Figure 1. Cell outlines without signal wires.
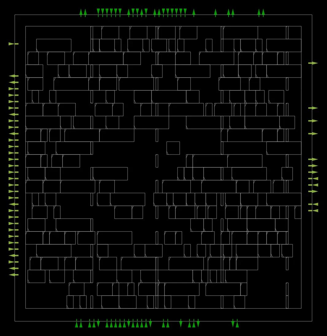
Figure 2. Pin map.
Drawn at 8 px/um. Pins as bars across the die edge, other pins in grey.
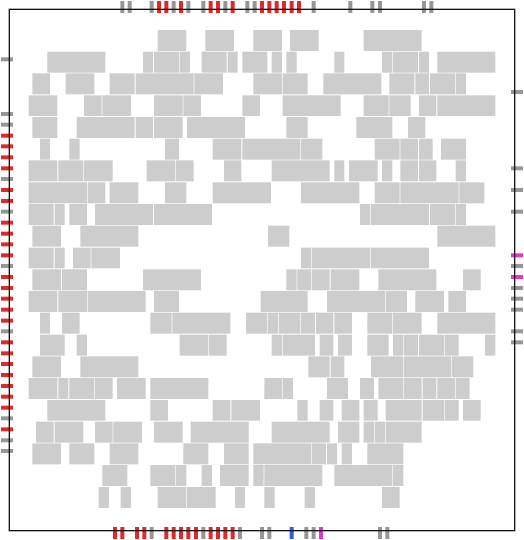
File: src/rtl/reg_file_pkg.sv
// Shared register-file constants and write-request type, used by the
// write-port arbiter and later by the read-port arbiter.
package reg_file_pkg;

  localparam int REG_DATA_W = 16;
  localparam int REG_ADDR_W = 3;
  localparam int REG_NUM    = 2;

  // One requester's write: target register and the value to store.
  typedef struct packed {
    logic [REG_ADDR_W-1:0] addr;
    logic [REG_DATA_W-1:0] data;
  } wr_req_t;

endpackage

File: src/rtl/rr_select.sv
// Round-robin winner search: finds the first set request at or after ptr,
// wrapping modulo NUM_REQ. Purely combinational so it can be shared by
// both register-file port arbiters.
module rr_select #(
  parameter int NUM_REQ = 3,
  parameter int IDX_W   = 2
) (
  input  logic [NUM_REQ-1:0] eff_req,
  input  logic [IDX_W-1:0]   ptr,
  output logic [IDX_W-1:0]   winner,
  output logic               valid
);

  int idx;

  // Walk the requests from ptr upward, taking the first active one.
  always_comb begin
    // NOTE: every output gets a default before the loop so no path leaves
    // it unassigned; otherwise synthesis infers a latch.
    winner = '0;
    valid  = 1'b0;
    idx    = 0;
    for (int off = 0; off < NUM_REQ; off++) begin
      idx = int'(ptr) + off;
      if (idx >= NUM_REQ) idx = idx - NUM_REQ;
      if (!valid && eff_req[IDX_W'(idx)]) begin
        valid  = 1'b1;
        winner = IDX_W'(idx);
      end
    end
  end

endmodule

File: src/rtl/reg_file_wr_arbiter.sv
// Round-robin arbiter sharing the register file's single write port among
// NUM_REQ requesters. The winning write, its grant pulse and an error pulse
// for out-of-range addresses are registered one cycle after selection.
module reg_file_wr_arbiter
  import reg_file_pkg::*;
#(
  parameter int NUM_REQ  = 3,
  parameter int NUM_REGS = REG_NUM,
  parameter int ADDR_W   = REG_ADDR_W,
  parameter int DATA_W   = REG_DATA_W,
  parameter int CNT_W    = 8
) (
  input  logic                      clock,
  input  logic                      reset,
  input  logic [NUM_REQ-1:0]        req_in,
  input  logic [NUM_REQ*ADDR_W-1:0] waddr_in,
  input  logic [NUM_REQ*DATA_W-1:0] wdata_in,
  output logic [NUM_REQ-1:0]        gnt_out,
  output logic [NUM_REQ-1:0]        err_out,
  output logic                      r_d_wen_out,
  output logic [ADDR_W-1:0]         r_d_waddr_out,
  output logic [DATA_W-1:0]         d_out,
  output logic [CNT_W-1:0]          conflict_cnt_out
);

  localparam int IDX_W = (NUM_REQ > 1) ? $clog2(NUM_REQ) : 1;

  logic [NUM_REQ-1:0] eff_req;
  logic [NUM_REQ-1:0] winner_onehot;
  logic [IDX_W-1:0]   ptr;
  logic [IDX_W-1:0]   winner;
  logic               valid;
  logic [ADDR_W-1:0]  sel_addr;
  logic [DATA_W-1:0]  sel_data;
  logic               in_range;
  logic               contended;

  // A requester whose grant is currently visible sits out this cycle, giving
  // it time to drop or replace its request.
  assign eff_req = req_in & ~gnt_out;

  rr_select #(
    .NUM_REQ (NUM_REQ),
    .IDX_W   (IDX_W)
  ) u_rr_select (
    .eff_req (eff_req),
    .ptr     (ptr),
    .winner  (winner),
    .valid   (valid)
  );

  assign sel_addr      = waddr_in[winner*ADDR_W +: ADDR_W];
  assign sel_data      = wdata_in[winner*DATA_W +: DATA_W];
  assign winner_onehot = NUM_REQ'(1) << winner;
  assign in_range      = int'(sel_addr) < NUM_REGS;
  assign contended     = $countones(eff_req) >= 2;

  // Register the selected write, grant/error pulses and rotate the pointer.
  always_ff @(posedge clock) begin
    // NOTE: sequential state uses non-blocking assignments so every register
    // samples the pre-edge values regardless of statement order.
    if (reset) begin
      gnt_out       <= '0;
      err_out       <= '0;
      r_d_wen_out   <= 1'b0;
      r_d_waddr_out <= '0;
      d_out         <= '0;
      ptr           <= '0;
    end else if (valid) begin
      gnt_out <= winner_onehot;
      ptr     <= (winner == IDX_W'(NUM_REQ - 1)) ? '0 : winner + 1'b1;
      if (in_range) begin
        r_d_wen_out   <= 1'b1;
        r_d_waddr_out <= sel_addr;
        d_out         <= sel_data;
        err_out       <= '0;
      end else begin
        // Rejected write: address and data keep their last written values.
        r_d_wen_out <= 1'b0;
        err_out     <= winner_onehot;
      end
    end else begin
      gnt_out     <= '0;
      err_out     <= '0;
      r_d_wen_out <= 1'b0;
    end
  end

  // Saturating count of cycles with two or more live requests.
  always_ff @(posedge clock) begin
    if (reset) begin
      conflict_cnt_out <= '0;
    end else if (contended && (conflict_cnt_out != '1)) begin
      conflict_cnt_out <= conflict_cnt_out + 1'b1;
    end
  end

endmodule

File: config.mk
export PLATFORM = sky130hd
export DESIGN_NAME = reg_file_wr_arbiter
export DESIGN_NICKNAME = d
export VERILOG_FILES = /design/src/rtl/reg_file_pkg.sv /design/src/rtl/rr_select.sv /design/src/rtl/reg_file_wr_arbiter.sv
export SDC_FILE = /design/constraint.sdc
export NUM_CORES = 1
export LEC_CHECK = 0
export ABC_AREA = 0
export CORE_AREA = 2 2 61 63
export DETAILED_ROUTE_END_ITERATION = 12
export DIE_AREA = 0 0 63 65
export DONT_BUFFER_PORTS = 1
export PLACE_DENSITY = 0.75
export SYNTH_ARGS = -nofsm -noshare
export SYNTH_HDL_FRONTEND = slang
export SYNTH_SLANG_ARGS = --single-unit
File: constraint.sdc
create_clock -name clock -period 3.6 [get_ports clock]
set_clock_uncertainty 0.1 [all_clocks]
set_input_delay 0.72 -clock clock [delete_from_list [all_inputs] [get_ports clock]]
set_output_delay 0.72 -clock clock [all_outputs]
set_load 0.02 [all_outputs]
==> run notes <==
The synthesis and PnR run went through. Delay of the slowest critical-path stage landed at 0.43 ns. Arrival time of data at the critical path endpoint landed at 3.04 ns. Synthesis inferred 36 register bits.

Deepest clock path buffer count landed at 2. The skew report gives the latency at the later pin of the worst-skew pair as 0.34 ns. The net count of the finished layout is 284. On the final layout, the worst hold slack is 0.336 ns.

Broken down by cell family, the worst path's largest delay share belongs to simple AND/OR/NAND/NOR gates. Detailed placement reports a standard cell area of 0.00203 sq mm. Along the worst path, the maximum fanout reaches 19. Including well taps, the total number of placed cells is 259. The first global-routing pass estimated 6630 um of wire.

Number of global-route vias before repair landed at 1493. Number of buffers and inverters on the critical path landed at 3. Clock tree synthesis selected as its root buffer the cell sky130_fd_sc_hd__clkbuf_4.

Average via count per standard cell landed at 5.65. The routed layout has 1509 vias. The worst path in the final design needs a cycle of 2.88 ns, including I/O delays and setup. The run finished with clean final reports.

Per the final layout report, the fraction of cells sized above drive strength 1 comes to 8.68%. The number of antenna violations at the first check in global routing is 0. Initial cell density of the core landed at 58.3%. The chip area line in the Yosys stat output reads 0.00204 sq mm.

Number of gates resized after cts landed at 0. For this run, the leading register cell type out of synthesis is sky130_fd_sc_hd__dfxtp_1. Data required time of the worst path landed at 3.76 ns. The synthesized netlist occupies a cell area of 0.00204 sq mm.

Final cell utilization of the core landed at 59.8%. Of the synthesized area, sequential elements account for 35.4%. The library cells used most frequently in the layout, excluding fill and tap cells, are sky130_fd_sc_hd__mux2i_1 (36), sky130_fd_sc_hd__dfxtp_1 (36), sky130_fd_sc_hd__nor2_1 (35), sky130_fd_sc_hd__nand2b_1 (19), sky130_fd_sc_hd__a211o_1 (17). Counting every sink on the clock net gives 36. Cell total in the yosys stat output landed at 224. Note, the detailed placer reported a final HPWL of 2800 um.

Setup repair after global routing left no endpoint under its margin. Total of endpoints with negative setup slack in the final report landed at 0. After floorplanning, the core was divided into 22 placement rows. Total negative slack landed at 0 ns.

For reference, the clock transition at the flip-flops on the worst setup and hold paths is 0.12 ns. The detailed router finished its first iteration with 100 violations. The final max-slew violation count recorded for this run is 0. Tally of yosys warning messages landed at 0. In this run the post-CTS setup repair buffer count came out at 0.

STA classifies the critical path startpoint as a flip-flop. Synthesized netlist net count landed at 290. The leakage power in the latest report is 0.906 nW. Total length of routed wires landed at 3920 um.

The worst setup path is captured at a flip-flop. Total number of warnings across the stage logs landed at 28. Total global routing overflow landed at 0. CTS added clock buffers totalling 5. Final tally of hold violations landed at 0.

The worst hold path belongs to the class in2reg. The number of hold buffers added after CTS was 0. TritonCTS built the clock tree.

Count of flip-flops with a built-in enable after synthesis landed at 0. Final standard cell count with taps included and fillers excluded landed at 267. For reference, the most critical setup path is categorized as reg2reg.

Count of antenna-violating nets left after detailed routing landed at 0. Instance tally after logic synthesis landed at 224. After filler insertion, the fill cell instance count of the layout stands at 326. Number of remaining DRC errors landed at 0. The number of maximum-capacitance violations recorded for the run is 0. Of the available clock period, the critical path in the final layout requires 79.9%. Number of iterations in the first detailed-routing pass landed at 4. The flow reported a cell area power density of 958 mW/mm^2. On the critical path, the stage with the largest delay is an instance of sky130_fd_sc_hd__ha_1. Per the OpenROAD floorplan log, the area of the die is 0.00410 sq mm. Area growth from synthesis to final layout landed at 2.58%. Average wire per standard cell landed at 14.7 um. Dividing the synthesized area by the synthesized cell count gives 9.10 sq um. The cell sequence reported for the critical path is inv_1 > ha_1 > inv_2 > or3_4 > nor3_2 > nor3_1 > mux2_2 > nor3_4 > buf_4 > mux2i_1. Yosys mapped the design onto 42 distinct sky130hd cell types. Number of ports placed on the die boundary landed at 96. Total global-route track usage landed at 20.6%. Pin count of the biggest net entering global routing landed at 50.

Slew at the pin closest to its max-slew limit landed at 0.635 ns. For this run, the top clock speed supported by timing is 0.348 GHz. The final report gives the standard cell area, fillers excluded, as 0.00209 sq mm.

The repair_antennas step left the layout with diodes totalling 0. After its last routability iteration, the placer logged a weighted congestion of 0.818. The worst VDD IR drop from the latest analysis is 478 uV.

The worst pin sits at a relative slew slack of 57.4%. The H-tree generated during clock tree synthesis spans 2 levels. Yosys reported that registers with async set or reset make up 0%.
Notes on Figure 1 above:
core area: 0.00350 sq mm
share of cell area taken by flip-flops and latches: 34.5%

Notes on Figure 2 above:
Key: magenta = err_out [pins 3, direction output, edge 2 right, 1 bottom]; blue = r_d_wen_out [pins 1, direction output, edge bottom]; red = wdata_in [pins 48, direction input, edge 23 left, 13 bottom, 12 top]
All pins by edge: 33 left, 27 top, 24 bottom, 12 right.
Port-buffer cells: 0
width of the die: 63 um
Die H: 65 um

cell usage after synthesis (all sizes together), types with 4 or more instances:
cell type	count	area share (%)
ha	4	2.5
dfxtp	36	35
nor3	7	2.2
nor2	36	6.6
a211o	17	7.3
buf	10	3.9
nand2b	20	6.3
xor2	5	2.1
inv	4	0.74
mux2i	36	18
clkbuf	6	1.1
a21oi	4	0.98
state kept, by name (all words and copies together) (netlist names):
| name | flops |
|---|---|
| conflict_cnt_out | 8 |
| ptr | 2 |
| err_out | 3 |
| d_out | 16 |
| r_d_wen_out | 1 |
| gnt_out | 3 |
| r_d_waddr_out | 3 |
kinds of logic after synthesis:
logic type                 synth area share (%)
xor gates and xnor gates                   3.01
adders and majority gates                  2.95
AOI/OAI and AO/OA                          12.2
buffers and inverters                      5.77
and+or+nand+nor                            22.5
muxes                                      18.2
DFF                                        35.4
report_power, final:
part / internal [mW] / switching [mW]
clock: 0.0750 / 0.139
combinational: 0.444 / 0.552
sequential: 0.540 / 0.254
total: 1.06 / 0.945
metrics by stage:
step | setup WS, ns | power, mW
global route | 0.475 | 2.16
finish | 0.723 | 2.00
detailed placement | 0.740 | 1.81
global placement | 0.889 | 1.78
floorplan | 1.06 | 1.70
CTS | 0.701 | 2.03
cell type report:
class / instances / area [sq um] / area share, %
Timing Repair Buffer: 3 / 22.5 / 1.08
Sequential cell: 36 / 721 / 34.5
Inverter: 4 / 15.0 / 0.718
Clock buffer: 5 / 37.5 / 1.80
Tap cell: 48 / 60.1 / 2.87
Clock inverter: 3 / 18.8 / 0.898
Multi-Input combinational cell: 168 / 1220 / 58.2
final timing paths:
kind / to / from / slack, ns / cells past startpoint
setup / recovery: d_out[1] / ptr[0] / 0.72 / 10
hold / removal: conflict_cnt_out[0] / reset / 0.34 / 1
setup reg to reg: d_out[1] / ptr[0] / 0.72 / 10
hold reg to reg: ptr[0] / ptr[0] / 0.40 / 2
per-layer routing:
| metal | wire length (um) | GRT usage [%] | vias up | part of all wire [%] |
|---|---|---|---|---|
| met2 | 2020 | 37.2 | 57 | 51 |
| li1 | - | - | 774 | - |
| met1 | 1560 | 22.0 | 672 | 40 |
| met3 | 282 | 5.90 | 6 | 7.2 |
| met5 | 0 | 0 | - | 0 |
| met4 | 52 | 9.72 | 0 | 1.3 |
Power figures rest on the tool's default switching activity, not on a simulated workload.
